### src/rtl/qracc_job_sequencer.sv
// Job sequencer for the QR accelerator: walks every tile through
// weight load, row issue, pipeline drain and writeback after a CSR start.
module qracc_job_sequencer #(
  parameter int TILE_W     = 8,
  parameter int ROW_W      = 10,
  parameter int PIPE_DEPTH = 3
) (
  input  logic              clk,
  input  logic              nrst,
  input  logic              start_i,
  input  logic              abort_i,
  input  logic [TILE_W-1:0] cfg_tiles_i,
  input  logic [ROW_W-1:0]  cfg_rows_i,
  output logic              load_req_o,
  input  logic              load_ack_i,
  output logic              row_valid_o,
  input  logic              row_ready_i,
  output logic [ROW_W-1:0]  row_idx_o,
  output logic [TILE_W-1:0] tile_idx_o,
  output logic              wb_req_o,
  input  logic              wb_ack_i,
  output logic              busy_o,
  output logic              done_pulse_o,
  output logic              acc_done_o,
  output logic              cfg_err_o
);

  localparam int DW = (PIPE_DEPTH > 2) ? $clog2(PIPE_DEPTH) : 1;
  localparam logic [DW-1:0] DRAIN_INIT = DW'((PIPE_DEPTH > 0) ? PIPE_DEPTH - 1 : 0);

  typedef enum logic [2:0] {
    IDLE    = 3'd0,
    LOAD    = 3'd1,
    COMPUTE = 3'd2,
    DRAIN   = 3'd3,
    WB      = 3'd4,
    DONE    = 3'd5
  } state_t;

  state_t state_reg, state_next;

  logic [TILE_W-1:0] tiles_reg;
  logic [ROW_W-1:0]  rows_reg;
  logic [TILE_W-1:0] tile_reg;
  logic [ROW_W-1:0]  row_reg;
  logic [DW-1:0]     drain_reg;
  logic              acc_done_reg;
  logic              cfg_err_reg;

  logic [TILE_W-1:0] tiles_m1;
  logic [ROW_W-1:0]  rows_m1;
  logic              last_row;
  logic              last_tile;
  logic              start_ok;
  logic              cfg_zero;

  assign tiles_m1  = tiles_reg - 1'b1;
  assign rows_m1   = rows_reg - 1'b1;
  assign last_row  = (row_reg == rows_m1);
  assign last_tile = (tile_reg == tiles_m1);
  // Abort outranks start, so a start coincident with abort is simply lost.
  assign start_ok  = (state_reg == IDLE) && start_i && !abort_i;
  assign cfg_zero  = (cfg_tiles_i == '0) || (cfg_rows_i == '0);

  always_ff @(posedge clk) begin
    if (!nrst) begin
      state_reg <= IDLE;
    end else begin
      state_reg <= state_next;
    end
  end

  always_comb begin
    state_next = state_reg;
    if (abort_i) begin
      state_next = IDLE;
    end else begin
      case (state_reg)
        IDLE: begin
          if (start_i && !cfg_zero) begin
            state_next = LOAD;
          end
        end
        LOAD: begin
          if (load_ack_i) begin
            state_next = COMPUTE;
          end
        end
        COMPUTE: begin
          if (row_ready_i && last_row) begin
            state_next = (PIPE_DEPTH == 0) ? WB : DRAIN;
          end
        end
        DRAIN: begin
          if (drain_reg == '0) begin
            state_next = WB;
          end
        end
        WB: begin
          if (wb_ack_i) begin
            state_next = last_tile ? DONE : LOAD;
          end
        end
        DONE:    state_next = IDLE;
        default: state_next = IDLE;
      endcase
    end
  end

  always_ff @(posedge clk) begin
    if (!nrst) begin
      tiles_reg <= '0;
      rows_reg  <= '0;
      tile_reg  <= '0;
      row_reg   <= '0;
      drain_reg <= '0;
    end else if (abort_i) begin
      tile_reg  <= '0;
      row_reg   <= '0;
      drain_reg <= '0;
    end else begin
      if (start_ok) begin
        tiles_reg <= cfg_tiles_i;
        rows_reg  <= cfg_rows_i;
        tile_reg  <= '0;
        row_reg   <= '0;
      end
      if (state_reg == COMPUTE && row_ready_i && !last_row) begin
        row_reg <= row_reg + 1'b1;
      end
      // Counter is preloaded as COMPUTE hands over, so DRAIN spans PIPE_DEPTH cycles.
      if (state_reg == COMPUTE && state_next == DRAIN) begin
        drain_reg <= DRAIN_INIT;
      end else if (state_reg == DRAIN && drain_reg != '0) begin
        drain_reg <= drain_reg - 1'b1;
      end
      if (state_reg == WB && wb_ack_i && !last_tile) begin
        tile_reg <= tile_reg + 1'b1;
        row_reg  <= '0;
      end
      if (state_reg == DONE) begin
        tile_reg <= '0;
        row_reg  <= '0;
      end
    end
  end

  always_ff @(posedge clk) begin
    if (!nrst) begin
      acc_done_reg <= 1'b0;
      cfg_err_reg  <= 1'b0;
    end else if (start_ok) begin
      // An empty job completes immediately, flagged as a config error.
      acc_done_reg <= cfg_zero;
      cfg_err_reg  <= cfg_zero;
    end else if (state_reg == DONE && !abort_i) begin
      acc_done_reg <= 1'b1;
    end
  end

  assign load_req_o   = (state_reg == LOAD);
  assign row_valid_o  = (state_reg == COMPUTE);
  assign wb_req_o     = (state_reg == WB);
  assign busy_o       = (state_reg != IDLE);
  assign done_pulse_o = (state_reg == DONE);
  assign row_idx_o    = row_reg;
  assign tile_idx_o   = tile_reg;
  assign acc_done_o   = acc_done_reg;
  assign cfg_err_o    = cfg_err_reg;

endmodule

### config.mk
export PLATFORM = sky130hd
export DESIGN_NAME = qracc_job_sequencer
export DESIGN_NICKNAME = d
export VERILOG_FILES = /design/src/rtl/qracc_job_sequencer.sv
export SDC_FILE = /design/constraint.sdc
export NUM_CORES = 1
export LEC_CHECK = 0
export ABC_AREA = 1
export CAP_MARGIN = 10
export CORE_AREA = 2 2 72 88
export DETAILED_ROUTE_END_ITERATION = 10
export DIE_AREA = 0 0 74 90
export GPL_TIMING_DRIVEN = 0
export PLACE_DENSITY = 0.81
export SLEW_MARGIN = 5
export SYNTH_ARGS = -nofsm -noshare
export SYNTH_HDL_FRONTEND = slang
export SYNTH_SLANG_ARGS = --single-unit
export TNS_END_PERCENT = 10
### constraint.sdc
create_clock -name clk -period 1.85 [get_ports clk]
set_clock_uncertainty 0.2 [all_clocks]
set_input_delay 0.185 -clock clk [delete_from_list [all_inputs] [get_ports clk]]
set_output_delay 0.185 -clock clk [all_outputs]
set_load 0.03 [all_outputs]
==> run_1/metal_stack.png <==
Bar = 20 um.
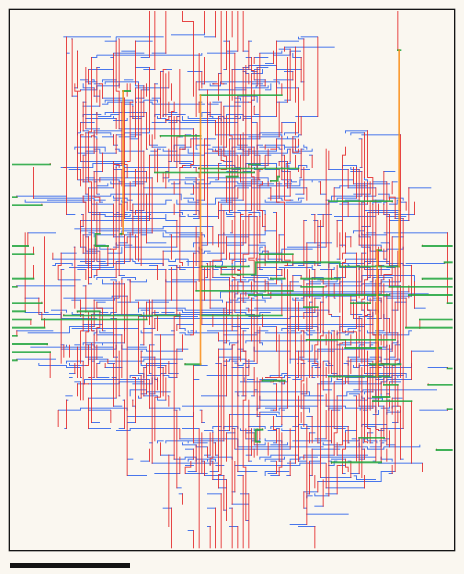
blue -> met1  # wire length 3190 um
red -> met2  # wire length 3840 um
green -> met3  # wire length 404 um
orange -> met4  # wire length 126 um
total wirelength of the detailed-routed design: 7550 um
final routed wire length divided by cell count: 13.4 um
global-route usage over all layers: 0.236
count of vias placed by the detailed router: 2981

==> run_1/density.png <==
The die is cut into 7 by 9 equal tiles; dark blue is low, red is high, 0 to 100% covered.
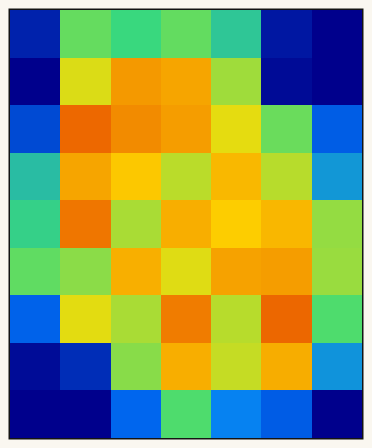
mean over tiles = 52%
fullest tile = 88%
densest ninth of the die = centre

==> run summary, run 1 <==
The implementation run finished. There are 43 flip-flops and latches. In this run, the synthesized area fraction spent on xor and xnor cells is recorded as 0.0493. The number of placed instances, taps included, is 549.

Clock transition at the registers of the reported paths landed at 0.08 ns. Multiplexer fraction of the synthesized cell area landed at 0. The smallest clock period supported by the final layout is computed as 2.06 ns.

The core region is 5860 um^2. The final max-slew violation count recorded for this run is 0. Ranking logic cells in the layout by count gives the top entries sky130_fd_sc_hd__nand2_1, sky130_fd_sc_hd__inv_1, sky130_fd_sc_hd__nand3_1, sky130_fd_sc_hd__a21oi_1, sky130_fd_sc_hd__dfxtp_1. Number of enable flip-flop cells landed at 0. The worst hold path begins at cfg_err_o.

Routed length on met3 landed at 404 um. Fraction of post-synthesis cell area in the top cell type by area landed at 0.323. Maximum number of pins on one net before global-route repair landed at 13. Number of cells upsized or downsized after cts landed at 36. For this design, the slowest cell found on the critical path is sky130_fd_sc_hd__dfxtp_2. Fill cell instance count of the final layout landed at 529. The synthesis report lists the most area-consuming cells as sky130_fd_sc_hd__dfxtp_1, sky130_fd_sc_hd__nand2_1, sky130_fd_sc_hd__nand3_1. Per the layout area report, the sequential fraction of cell area is 0.244.

Number of post-CTS setup repair buffers landed at 3. After layout, the worst setup slack is -0.207 ns. The flow reported a cell area power density of 564 nW/um^2. The checks that failed: setup timing. Net count of the finished layout landed at 511. Detailed-routing iteration count for the pre-antenna-repair pass landed at 7. Worst max-slew margin expressed relative to the limit landed at 0.582. After routing the design area is 3550 um^2.

Instance area after placement landed at 3290 um^2. The cell count after synthesis came out at 418. Yosys reports that the most numerous cell types are sky130_fd_sc_hd__nand2_1, sky130_fd_sc_hd__inv_1, sky130_fd_sc_hd__nand3_1.

Horizontal die dimension landed at 74 um. The worst setup path is launched from a flop. Broken down by cell family, the worst path's largest delay share belongs to simple AND/OR/NAND/NOR gates. The highest metal layer carrying signal wires in the routed design is met4.

The most common logic cell in the final layout is sky130_fd_sc_hd__nand2_1. sky130_fd_sc_hd__nand2_1 is the most common cell in the netlist. Number of top-level design ports landed at 50. The clock drives 43 sinks. Area fraction in full adders, half adders and majority gates landed at 0.0235. Net count after synthesis landed at 448. Setup repair after global routing could not meet its margin everywhere. Depth of the worst hold-timing path landed at 2. Number of design rule violations left after detail routing landed at 0. The final power report lists total power as 0.00200 W. Each instance of the synthesized netlist takes up on average 6.37 um^2. The flow ran to the end, but the final reports show violations. Post-route met1 wirelength landed at 3190 um.

In the synthesized netlist the async set-or-reset flop fraction comes to 0. Checking hold timing, the worst path is listed with class reg2reg. After synthesis the netlist holds a flip-flop and latch count of 43. The critical path in this run is classified as reg2reg. Number of diodes added for antenna fixing landed at 0. At the end of routability-driven placement, the weighted congestion stood at 0.945. The cell sequence reported for the critical path is inv_4, ha_4, inv_2, nand2_1, nand2_1, nor2_1, nand2_1, nor2_1, nand2_1, nor2_2, nand3_4, buf_4, nand3b_1, a21oi_1. Area of the synthesized netlist per yosys stat landed at 2660 um^2. The initial antenna violation count came to 0. From the final report, the count of setup violators was given as 22. No sink is reached through more buffers than the 2 on the longest clock path. According to the cell report, the number of logic gates is 311. Of the available clock period, the critical path in the final layout requires 1.11.

Final-layout clock buffer total landed at 7. For the worst reg-to-reg path, the endpoint reported by OpenROAD is tile_idx_o[4]. Row generation in the floorplan step produced 31 rows.
==> run_1/gate_families.png <==
Bar = 20 um.
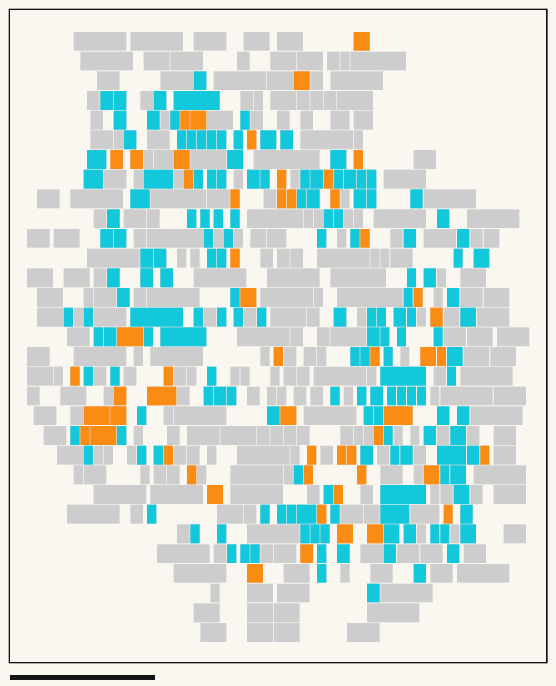
cyan -> NAND gates  # cells 164, where widely spread
orange -> NOR gates  # cells 54
logic share of the area: 0.481
filler-free cell count of the finished design: 564

==> run_1/final_congestion.png <==
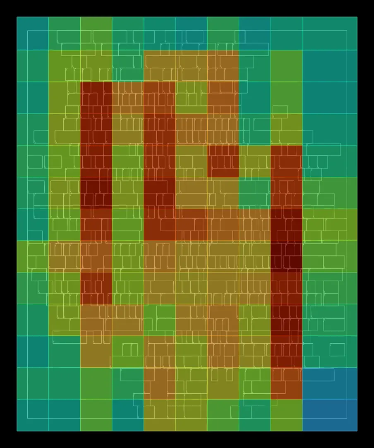
grt met3 use: 0.0336
GRT met1 Usage: 0.300
global routing met2 resource utilization: 0.393
Util after Layout: 0.606
most crowded layer after global routing: met2

[run 1: power breakdown]
group / internal, W / leakage [nW] / switching, W
logic: 0.000171 / 1.22 / 0.000256
registers: 0.000952 / 0.352 / 0.0000239
clock network: 0.000266 / 0.0422 / 0.000333
[run 1: how the worst max path moves through the flow]
stage                 startpoint            end  slack [ns]  cells after the start
global placement    tiles_reg[0]   row_idx_o[8]       -0.28                     14
global route        tiles_reg[1]  tile_idx_o[4]       -0.36                     14
finish              tiles_reg[0]  tile_idx_o[4]       -0.21                     14
CTS                 tiles_reg[0]   row_idx_o[3]       -0.20                     14
detailed placement  tiles_reg[0]   row_idx_o[3]       -0.32                     14
floorplan           tiles_reg[0]   row_idx_o[0]       -0.04                     14
--- run 2 (diff from run 1) ---
- CORE_AREA: 2 2 72 88 -> 5 5 75 91
- DIE_AREA: 0 0 74 90 -> 0 0 80 96
- PLACE_DENSITY: 0.81 -> 0.74
==> run summary, run 2 <==
The implementation run finished. The run finished, with violations left. The checks that failed: setup timing. For reference, the top cells by area after synthesis are sky130_fd_sc_hd__dfxtp_1, sky130_fd_sc_hd__nand2_1, sky130_fd_sc_hd__nand3_1. Power density over the cells landed at 606 nW/um^2. Routed signal wires occupy layers up through met4. Initial antenna violation count landed at 0. Part of the power in combinational logic landed at 0.195. Among logic cells in the layout, the one with the most instances is sky130_fd_sc_hd__nand2_1.

For reference, the placement row count at floorplan is 31. The capture point of the critical path was reported as row_idx_o[9]. Number of design rule violations left after detail routing landed at 0. A synthesized cell averages 6.37 um^2. Sequential cell power landed at 0.000977 W. Horizontal die dimension landed at 80 um. In the layout the commonest cells are sky130_fd_sc_hd__nand2_1, sky130_fd_sc_hd__inv_1, sky130_fd_sc_hd__nand3_1, sky130_fd_sc_hd__a21oi_1, sky130_fd_sc_hd__dfxtp_1.

Looking at the clock tree report, the maximum root-to-sink buffer count equals 2. The timing report attributes the biggest portion of critical-path delay to simple AND/OR/NAND/NOR gates. Per the synth stats, the proportion of register bits with asynchronous set or reset is 0.

Detailed routing placed a total of 309 um of wire on met3. Number of diodes added for antenna fixing landed at 0. The pre-antenna-repair detailed-routing pass consisted of 5 iterations. Summed over all layers, the routed wires come to 7570 um. Listed in order, past its start point the critical path passes inv_4, ha_4, inv_2, nand2_1, nand2_1, nor2_1, nand2_1, nor2_1, nand2_1, nor2_2, nand3_4, nand2_8, nand3_4, a21oi_1. After global routing, the most crowded layer is met2. Switching power as a fraction of the total was reported as 0.283. Synthesis-stage register bit count landed at 43. Final count of pins violating max slew landed at 0. Tracing the worst setup path back leads to its startpoint at tiles_reg[0]. Maximum number of pins on one net before global-route repair landed at 14. Number of cells upsized or downsized after cts landed at 28. Number of enable flip-flop cells landed at 0.

Per the STA report, the cell with the highest stage delay on the worst path is sky130_fd_sc_hd__dfxtp_2. Number of post-CTS setup repair buffers landed at 4. The combinational power reported by the tool is 0.000425 W. The tightest min-delay check is of the reg2reg type.

Looking at the group totals, the largest power group turns out to be registers. Area of the synthesized netlist per yosys stat landed at 2660 um^2. STA lists the endpoint of the worst register-to-register path as row_idx_o[9]. 50 I/O pins were placed. Internal power comes to 0.00156 W. Counting tap cells, the placed design contains a total of 549 instances. When the netlist entered floorplanning its net count stood at 448.

Of the post-synthesis cell area, the part taken by muxes is 0. Of the post-synthesis cell area, the dominant cell type holds 0.323. Of the total synthesized cell area, the portion taken by full adders, half adders and majority gates is 0.0235. The commonest cells after synthesis are sky130_fd_sc_hd__nand2_1, sky130_fd_sc_hd__inv_1, sky130_fd_sc_hd__nand3_1. Placeable core region landed at 5900 um^2. Smallest setup slack after layout landed at -0.199 ns. Number of setup violations in the final report landed at 22. Wire length per cell landed at 13.4 um. Hold analysis shows the worst path with a depth of 2. The finished layout holds 565 standard cells, fillers aside. In this run the most critical hold path is launched from cfg_err_o.
run 2: cell count changes in the layout (fill, tap and decap cells not counted), sizes merged:
cell,change
clkdlybuf4s15,+2
dlygate4sd2,-3
clkdlybuf4s50,+2
clkbuf,+1
bufinv,+1
dlymetal6s2s,-2
run 2: area by class of cell:
cell class | instances | area [um^2] | share of cell area
Timing Repair Buffer | 54 | 532 | 0.148
Sequential cell | 43 | 867 | 0.241
Inverter | 59 | 224 | 0.0623
Clock buffer | 6 | 82.6 | 0.0230
Buffer | 8 | 42.5 | 0.0118
Tap cell | 82 | 103 | 0.0286
Clock inverter | 2 | 35.0 | 0.00975
Multi-Input combinational cell | 311 | 1710 | 0.475
==> run_2/density.png <==
The die is cut into 8 by 10 equal tiles; dark blue is low, red is high, 0 to 100% covered.
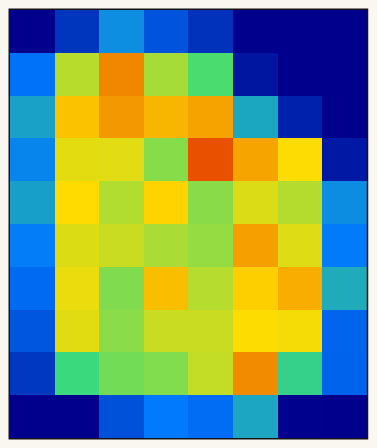
tiles over 75% full = 18%
mean over tiles = 45%
densest ninth of the die = centre

==> run_2/gate_families.png <==
Bar = 20 um.
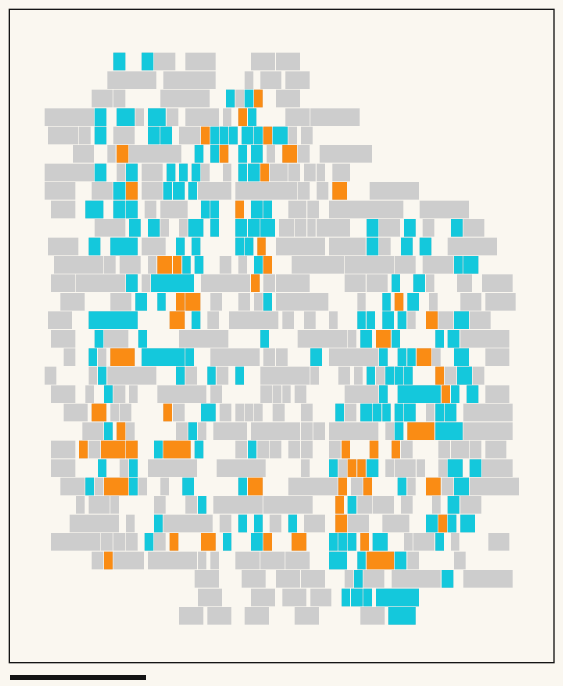
orange -> NOR gates  # cells 54
cyan -> NAND gates  # cells 164

==> run_2/clock_map.png <==
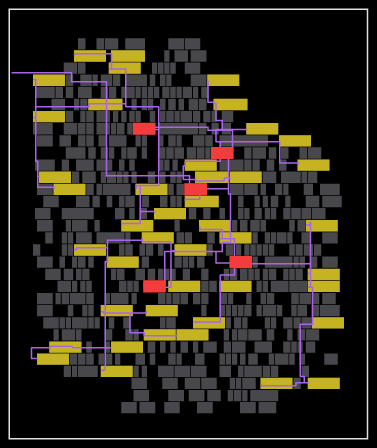
yellow -> flip-flops  # count 43
purple -> clock wires  # length 596 um
red -> cells driving clock nets  # count 5
routed clock nets = 6
Clock Power Share: 0.356
clock network power: 0.000775 W
clock insertion delay at the later pin of the skew report: 0.30 ns

Power and IR drop assume default switching activity.
